[src/rtl/hex_display_mux_if.sv]
// Display bus for hex_display_mux: the count/blank inputs, the board-facing
// segment/anode outputs, and a debug view of the current scan position.
//
// Signalling: there is no valid/ready handshake on this bus. value and blank
// are plain levels. value is only sampled on the frame boundary edge. blank
// takes effect on the next edge. frame_done is a single-cycle strobe that
// marks the cycle after a new snapshot was taken.
interface hex_display_mux_if #(
  parameter int NUM_DIGITS = 2
);
  localparam int IW = (NUM_DIGITS > 1) ? $clog2(NUM_DIGITS) : 1;

  logic [4*NUM_DIGITS-1:0] value;
  logic                    blank;
  logic [6:0]              seg;
  logic [NUM_DIGITS-1:0]   an;
  logic                    frame_done;
  logic [IW-1:0]           dig_idx;

  modport master (
    output value, blank,
    input  seg, an, frame_done, dig_idx
  );

  modport slave (
    input  value, blank,
    output seg, an, frame_done, dig_idx
  );
endinterface

[src/rtl/hex_display_mux.sv]
// Multiplexed 7-segment hex display driver. A prescaler steps through the
// digits, the input count is snapshotted once per frame so that a frame never
// mixes two values, and each digit switch inserts one dark cycle to avoid
// ghosting. All board-facing outputs are registered.
module hex_display_mux #(
  parameter int NUM_DIGITS  = 2,
  parameter int REFRESH_DIV = 50000,
  parameter bit LZ_BLANK    = 1'b0
) (
  input  logic        clock,
  input  logic        reset_n,
  hex_display_mux_if.slave bus
);
  localparam int DW = $clog2(REFRESH_DIV);
  localparam int IW = (NUM_DIGITS > 1) ? $clog2(NUM_DIGITS) : 1;
  localparam logic [NUM_DIGITS-1:0] ALL_OFF = '1;
  localparam logic [NUM_DIGITS-1:0] ONE_HOT0 = NUM_DIGITS'(1);
  localparam logic [6:0] SEG_OFF = 7'h7F;

  logic [DW-1:0]           div_cnt;
  logic [IW-1:0]           dig_idx;
  logic [4*NUM_DIGITS-1:0] snap;
  logic [6:0]              seg_q;
  logic [NUM_DIGITS-1:0]   an_q;
  logic                    frame_done_q;

  logic                    tick;
  logic                    last_digit;
  logic [3:0]              cur_nib;
  logic                    cur_lz;
  logic [NUM_DIGITS-1:0]   lz;
  logic                    lz_acc;

  // Active-low g..a decode of one hex nibble.
  function automatic logic [6:0] decode(input logic [3:0] nib);
    logic [6:0] s;
    case (nib)
      4'h0: s = 7'h40;
      4'h1: s = 7'h79;
      4'h2: s = 7'h24;
      4'h3: s = 7'h30;
      4'h4: s = 7'h19;
      4'h5: s = 7'h12;
      4'h6: s = 7'h02;
      4'h7: s = 7'h78;
      4'h8: s = 7'h00;
      4'h9: s = 7'h10;
      4'hA: s = 7'h08;
      4'hB: s = 7'h03;
      4'hC: s = 7'h46;
      4'hD: s = 7'h21;
      4'hE: s = 7'h06;
      default: s = 7'h0E;
    endcase
    return s;
  endfunction

  // Slot timing, current-digit nibble select and leading-zero detection.
  always_comb begin
    tick       = (div_cnt == DW'(REFRESH_DIV - 1));
    last_digit = (dig_idx == IW'(NUM_DIGITS - 1));
    cur_nib    = 4'h0;
    cur_lz     = 1'b0;
    lz         = '0;
    lz_acc     = 1'b1;
    // A digit is a leading zero when it and every more significant nibble
    // are zero; digit 0 always shows so a zero count reads "0".
    for (int i = NUM_DIGITS - 1; i >= 0; i--) begin
      lz_acc = lz_acc & (snap[4*i +: 4] == 4'h0);
      lz[i]  = (i > 0) & lz_acc;
    end
    for (int i = 0; i < NUM_DIGITS; i++) begin
      if (dig_idx == IW'(i)) begin
        cur_nib = snap[4*i +: 4];
        cur_lz  = lz[i];
      end
    end
  end

  // Prescaler, scan position, per-frame snapshot and registered outputs.
  always_ff @(posedge clock) begin
    if (!reset_n) begin
      div_cnt      <= '0;
      dig_idx      <= '0;
      snap         <= '0;
      an_q         <= ALL_OFF;
      seg_q        <= SEG_OFF;
      frame_done_q <= 1'b0;
    end else begin
      frame_done_q <= tick & last_digit;
      if (tick) begin
        div_cnt <= '0;
        dig_idx <= last_digit ? '0 : dig_idx + 1'b1;
        if (last_digit) begin
          snap <= bus.value;
        end
      end else begin
        div_cnt <= div_cnt + 1'b1;
      end

      if (tick) begin
        // Dead cycle between digits; segments hold unless blanking.
        an_q <= ALL_OFF;
        if (bus.blank) begin
          seg_q <= SEG_OFF;
        end
      end else if (bus.blank || (LZ_BLANK && cur_lz)) begin
        an_q  <= ALL_OFF;
        seg_q <= SEG_OFF;
      end else begin
        an_q  <= ~(ONE_HOT0 << dig_idx);
        seg_q <= decode(cur_nib);
      end
    end
  end

  assign bus.seg        = seg_q;
  assign bus.an         = an_q;
  assign bus.frame_done = frame_done_q;
  assign bus.dig_idx    = dig_idx;
endmodule
[src/flat_wrapper.sv]
// flat-port wrapper written by rule: the top's interface ports become plain ports
module hex_display_mux_flat 
#(
  parameter int NUM_DIGITS  = 2,
  parameter int REFRESH_DIV = 50000,
  parameter bit LZ_BLANK    = 1'b0
)
  (clock, reset_n, bus_value, bus_blank, bus_seg, bus_an, bus_frame_done, bus_dig_idx);
  hex_display_mux_if #(.NUM_DIGITS(NUM_DIGITS)) bus_i ();
  input  logic clock;
  input  logic reset_n;
  input wire logic [$bits(bus_i.value)-1:0] bus_value;
  input wire logic [$bits(bus_i.blank)-1:0] bus_blank;
  output wire logic [$bits(bus_i.seg)-1:0] bus_seg;
  output wire logic [$bits(bus_i.an)-1:0] bus_an;
  output wire logic [$bits(bus_i.frame_done)-1:0] bus_frame_done;
  output wire logic [$bits(bus_i.dig_idx)-1:0] bus_dig_idx;
  assign bus_i.value = bus_value;
  assign bus_i.blank = bus_blank;
  assign bus_seg = bus_i.seg;
  assign bus_an = bus_i.an;
  assign bus_frame_done = bus_i.frame_done;
  assign bus_dig_idx = bus_i.dig_idx;
  hex_display_mux #(.NUM_DIGITS(NUM_DIGITS), .REFRESH_DIV(REFRESH_DIV), .LZ_BLANK(LZ_BLANK)) u_core (.clock(clock), .reset_n(reset_n), .bus(bus_i));
endmodule
[config.mk]
export PLATFORM = sky130hd
export DESIGN_NAME = hex_display_mux_flat
export DESIGN_NICKNAME = d
export VERILOG_FILES = /design/src/rtl/hex_display_mux_if.sv /design/src/rtl/hex_display_mux.sv /design/src/flat_wrapper.sv
export SDC_FILE = /design/constraint.sdc
export NUM_CORES = 1
export LEC_CHECK = 0
export CORE_ASPECT_RATIO = 0.5
export CORE_MARGIN = 2
export CORE_UTILIZATION = 45
export DETAILED_ROUTE_END_ITERATION = 10
export PLACE_DENSITY = 0.67
export RECOVER_POWER = 25
export SYNTH_ARGS = -nofsm -noshare
export SYNTH_HDL_FRONTEND = slang
export SYNTH_SLANG_ARGS = --single-unit
[constraint.sdc]
create_clock -name clock -period 4.5 [get_ports clock]
set_input_delay 0.45 -clock clock [delete_from_list [all_inputs] [get_ports clock]]
set_output_delay 0.45 -clock clock [all_outputs]
set_load 0.01 [all_outputs]
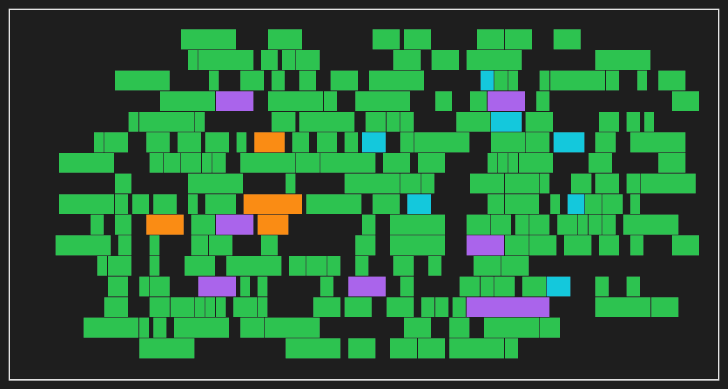
Fig. 1. Sizing map (run 1).
cyan -> drive 2  # cells 7, share 3.3%, most used o21ai_2
orange -> drive 3 to 4  # cells 4, share 1.9%
purple -> drive 6 and up  # cells 7, share 3.3%, most used clkbuf_8
green -> drive 1 or less  # cells 197, share 92%, most used dfxtp_1
Final Cell Area: 0.00213 mm²
number of non-clock buffers: 21
Final WS setup: 1.86 ns

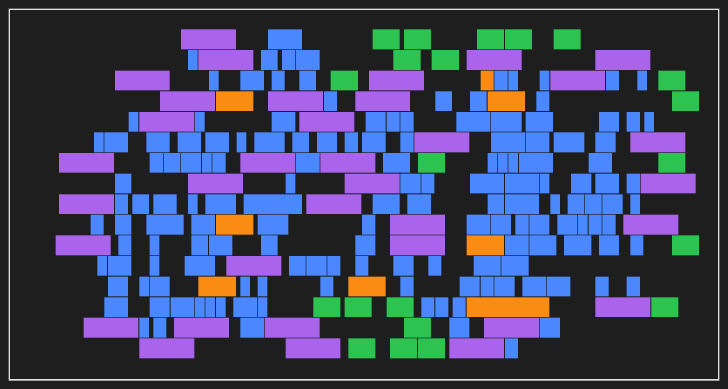
Fig. 2. Placement by cell class (run 1).
orange -> clock drivers and dummy loads  # cells 8
purple -> flip-flops  # cells 35
green -> other buffers and delay cells  # cells 21
blue -> all other logic  # cells 151

==> results.sh, run 1 <==
# source this file to load flow results
export IMPL_post_cts_buffers=0
export IMPL_timing_hold_worst_path_depth=2
export IMPL_period_used_pct=58.7
export IMPL_status="finished, final reports clean"
export IMPL_ys_sh_mux_pct=3.96
export IMPL_min_to="u_core.bus.seg[0]$_SDFFE_PN1P_"
export IMPL_aoi_share_pct=15.8
export IMPL_placed_cells=261
export IMPL_use_met2_pct=26.3
export IMPL_grt_pass1_wl_um=5890
export IMPL_ctsLongestPathBuffers=2
export IMPL_ios=22
export IMPL_io_buffer_count=21
export IMPL_p_per_area_mw_per_mm2=303
export IMPL_drt_initial_drc_count=74
export IMPL_final_setup_skew_ns=0.00422
export IMPL_cap_violations=0
export IMPL_r2r_end="u_core.bus.seg[6]$_SDFFE_PN1P_"
export IMPL_area_growth_pct=18.2
export IMPL_rsz0062_at_grt="false"
export IMPL_path_clk_slew_ns=0.07
export IMPL_synth_net_count=214
export IMPL_crit_start="u_core.bus.dig_idx$_SDFFE_PN0N_"
export IMPL_wl_met2_um=1730
export IMPL_lay_top_count="dfxtp_1"
export IMPL_via_per_inst=5.40
export IMPL_layout_drive_gt1_share_pct=8.37
export IMPL_power_total_mw=0.645
export IMPL_tritoncts="yes"
export IMPL_n_fill_cell=357
export IMPL_p_leak_nw=0.785
export IMPL_htreeDepth=2
export IMPL_top_usage_layer="met2"
export IMPL_hpwlAfterDp_um=2500
export IMPL_numCtsBuffers=5
export IMPL_synth_area_mm2=0.00180
export IMPL_grt_max_degree=23
export IMPL_rows=16
export IMPL_synthTopCellsByArea="dfxtp_1 (39%), ha_1 (4.9%), xor2_1 (4.9%), nand3_1 (4.4%), nor2_1 (4.0%)"
export IMPL_ff2ff_path_depth=6
export IMPL_fp_util_pct=46.7
export IMPL_ys_async_sr_fraction_pct=0
export IMPL_slowest_delay_ns=0.80
export IMPL_n_antenna_cell=0
export IMPL_min_period_ns=2.64
export IMPL_yosys_most_used_dff="dfxtp_1"
export IMPL_yosys_warnings=0
export IMPL_r2r_slack_ns=1.86
export IMPL_synth_distinct_cells=50
export IMPL_fmax_ghz=0.378
export IMPL_yosys_cells=196
export IMPL_gp_congestion=0.889
export IMPL_r2r_start="u_core.bus.dig_idx$_SDFFE_PN0N_"
export IMPL_ys_sh_xor_pct=7.29
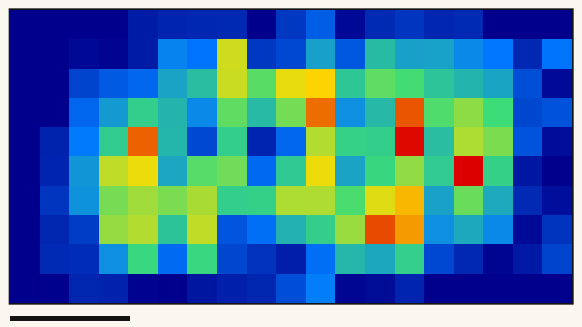
Fig. 3. Wiring heat map (run 1).
Bar = 20 µm. 19 x 10 tiles, from dark blue (low) to red (high), scaled to the fullest tile. Values are wire area over tile area, all layers added.
tiles over half the peak = 22%
emptiest ninth of the die = upper left
mean over tiles = 0.12
via count: 1453
total track usage: 16.9%
DRT Wirelength: 3610 µm
drt wl/cell: 13.4 µm

-- run 1: registers in the layout, summed over array words and instances, names as in the netlist --
name and flops:
u_core.snap 8, u_core.bus.an 2, u_core.div_cnt 16, u_core.bus.frame_done 1, u_core.bus.seg 7, u_core.bus.dig_idx 1
-- run 1: final cells by class --
cell class / instances / share of cell area (%)
repair buffers: 21 / 9.86
inverters: 3 / 0.528
flip-flops and latches: 35 / 32.9
multi-input cells: 148 / 48.0
well taps: 54 / 3.17
clock inverters: 2 / 1.64
clock buffers: 6 / 3.88
-- run 1: where the power goes --
part	switching (mW)	leakage, nW	internal [mW]
clock network	0.120	0.0612	0.179
registers	0.00335	0.285	0.315
logic	0.0108	0.439	0.0161
Fig. 4: run 1, cell area per tile
Bar = 20 µm. 9 x 5 tiles, from dark blue (low) to red (high), 0 to 100% covered.
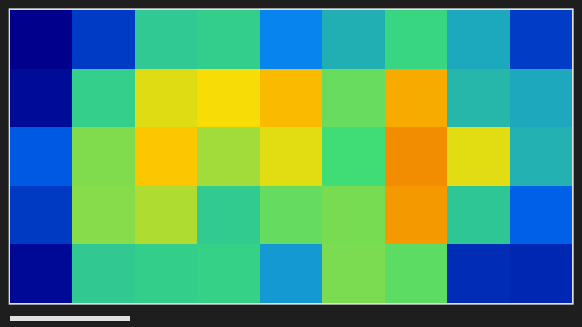

==> run 2: changes to the inputs <==
--- a/config.mk
+++ b/config.mk
@@ -9,7 +9,7 @@
 export CORE_MARGIN = 2
 export CORE_UTILIZATION = 45
 export DETAILED_ROUTE_END_ITERATION = 10
-export PLACE_DENSITY = 0.67
+export PLACE_DENSITY = 0.69
 export RECOVER_POWER = 25
 export SYNTH_ARGS = -nofsm -noshare
 export SYNTH_HDL_FRONTEND = slang
==> constraint.sdc (replaced) <==
create_clock -name clock -period 2.4 [get_ports clock]
set_input_delay 0.24 -clock clock [delete_from_list [all_inputs] [get_ports clock]]
set_output_delay 0.24 -clock clock [all_outputs]
set_load 0.01 [all_outputs]
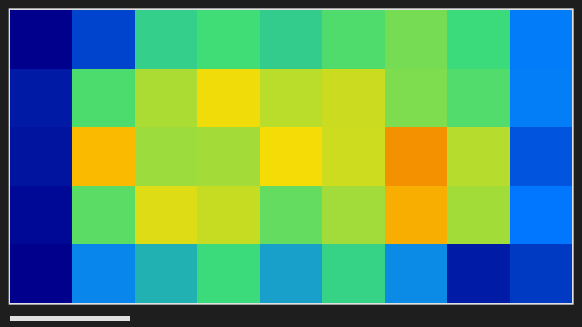
Fig. 5. Cell area per tile (run 2).
Bar = 20 µm. 9 x 5 tiles, from dark blue (low) to red (high), 0 to 100% covered.
nearly empty tiles = 6.7%
densest ninth of the die = center
mean over tiles = 46%
utilization after layout: 55.6%
core area: 0.00386 mm²

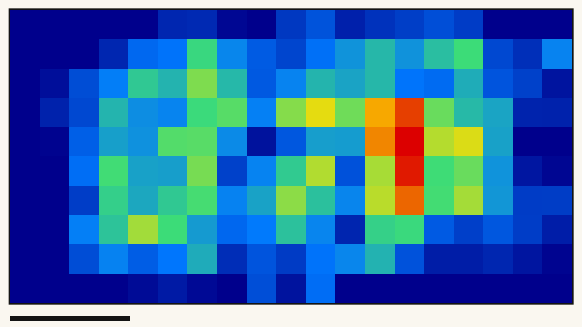
Fig. 6. Wiring heat map (run 2).
Bar = 20 µm. 19 x 10 tiles, from dark blue (low) to red (high), scaled to the fullest tile. Values are wire area over tile area, all layers added.
mean over tiles = 0.12
nearly empty tiles = 23%
fullest tile = 0.48
tiles over half the peak = 15%

==> run 2 against run 1 <==
Total power up 73%. Clock power grew 56%. Die area stayed put. First-iteration DRC count shrank 35%. Clock skew is 0.0042 ns higher. Critical path type unchanged. Critical endpoint is now u_core.snap[4]$_SDFFE_PN0P_.
==> results.sh, run 2 <==
# source this file to load flow results
export IMPL_clock_buffers=6
export IMPL_p_leak_nw=0.792
export IMPL_period_used_pct=86.7
export IMPL_timing_hold_worst_path_depth=2
export IMPL_yosys_cells=196
export IMPL_inv_count=3
export IMPL_fp_util_pct=46.7
export IMPL_min_to="u_core.bus.seg[0]$_SDFFE_PN1P_"
export IMPL_synth_area_mm2=0.00180
export IMPL_ff2ff_path_depth=5
export IMPL_status="finished, final reports clean"
export IMPL_dr_pass1_iters=4
export IMPL_drt_wl_total_um=3530
export IMPL_fmax_ghz=0.481
export IMPL_wl_per_cell_um=12.9
export IMPL_rsz0062_at_grt="false"
export IMPL_grt_pass1_wl_um=6200
export IMPL_min_period_ns=2.08
export IMPL_yosys_most_used_dff="dfxtp_1"
export IMPL_bufAreaShareNonClock_pct=11.5
export IMPL_synth_area_leader_cell="dfxtp_1"
export IMPL_well_tap_count=54
export IMPL_stdcell_area_mm2=0.00215
export IMPL_hpwlAfterDp_um=2500
export IMPL_use_met2_pct=28.1
export IMPL_ios=22
export IMPL_synth_edff_count=0
export IMPL_final_setup_skew_ns=0.00841
export IMPL_io_buffer_count=21
export IMPL_drc=0
export IMPL_rows=16
export IMPL_track_usage_pct=17.1
export IMPL_setup_ws_ns=0.319
export IMPL_via_per_inst=5.39
export IMPL_p_per_area_mw_per_mm2=518
export IMPL_dominant_cells="logic gates"
export IMPL_r2r_end="u_core.snap[4]$_SDFFE_PN0P_"
export IMPL_n_fill_cell=344
export IMPL_synthTopCellsByArea="dfxtp_1 (39%), ha_1 (4.9%), xor2_1 (4.9%), nand3_1 (4.4%), nor2_1 (4.0%)"
export IMPL_yosys_warnings=0
export IMPL_lay_top_count="dfxtp_1"
export IMPL_tritoncts="yes"
export IMPL_slowest_delay_ns=0.78
export IMPL_r2r_slack_ns=0.32
export IMPL_wl_met2_um=1670
export IMPL_largest_reg_flops=16
export IMPL_cp_num_buf_inv=0
export IMPL_top_usage_layer="met2"
export IMPL_crit_start="u_core.div_cnt[0]$_SDFF_PP0_"
export IMPL_r2r_start="u_core.div_cnt[0]$_SDFF_PP0_"
export IMPL_path_cells="ha_1 > nand3_1 > or4_4 > o21ai_0 > a21boi_0"
export IMPL_comb_area_share_pct=47.6
export IMPL_logic_gates=148
export IMPL_buffers=26
export IMPL_path_clk_slew_ns=0.08
export IMPL_sh_seq_area_pct=32.6
export IMPL_ctsLongestPathBuffers=2
export IMPL_grt_pass1_vias=1401
export IMPL_synth_net_count=214
export IMPL_numCtsBuffers=5
export IMPL_grt_max_degree=19
export IMPL_synth_distinct_cells=50
export IMPL_drt_initial_drc_count=48
export IMPL_htreeDepth=2
export IMPL_cap_violations=0
export IMPL_post_cts_buffers=0
export IMPL_num_vias=1476
export IMPL_design_seq_count=35
export IMPL_gp_congestion=0.881
export IMPL_layout_drive_gt1_share_pct=10.5
export IMPL_crit_cells=5
export IMPL_power_total_mw=1.11
export IMPL_placed_cells=266
export IMPL_clock_area_share_pct=4.60
==> run 2: cell count changes in the layout (fill, tap and decap cells not counted) <==
cell,delta
clkinvlp_4,+1
bufinv_16,-1
clkinv_4,+1
and2_1,-1
buf_4,+5
and2_0,+1
clkinv_2,-1
==> run 2: report_power, final <==
part / switching (mW) / internal (mW)
Sequential: 0.00615 / 0.591
Combinational: 0.0205 / 0.0304
Clock: 0.232 / 0.234
Total: 0.258 / 0.856
==> run 2: cells by family after synthesis <==
| kind of cell | after synthesis | share of synthesized area, % |
|---|---|---|
| adders and majority gates | 7 | 4.86 |
| AOI/OAI and AO/OA | 43 | 15.8 |
| and+or+nand+nor | 76 | 24.8 |
| muxes | 7 | 3.96 |
| DFF | 35 | 38.9 |
| xor gates and xnor gates | 15 | 7.29 |
| buffers and inverters | 13 | 4.37 |
Power is estimated from default activity; no workload was simulated.
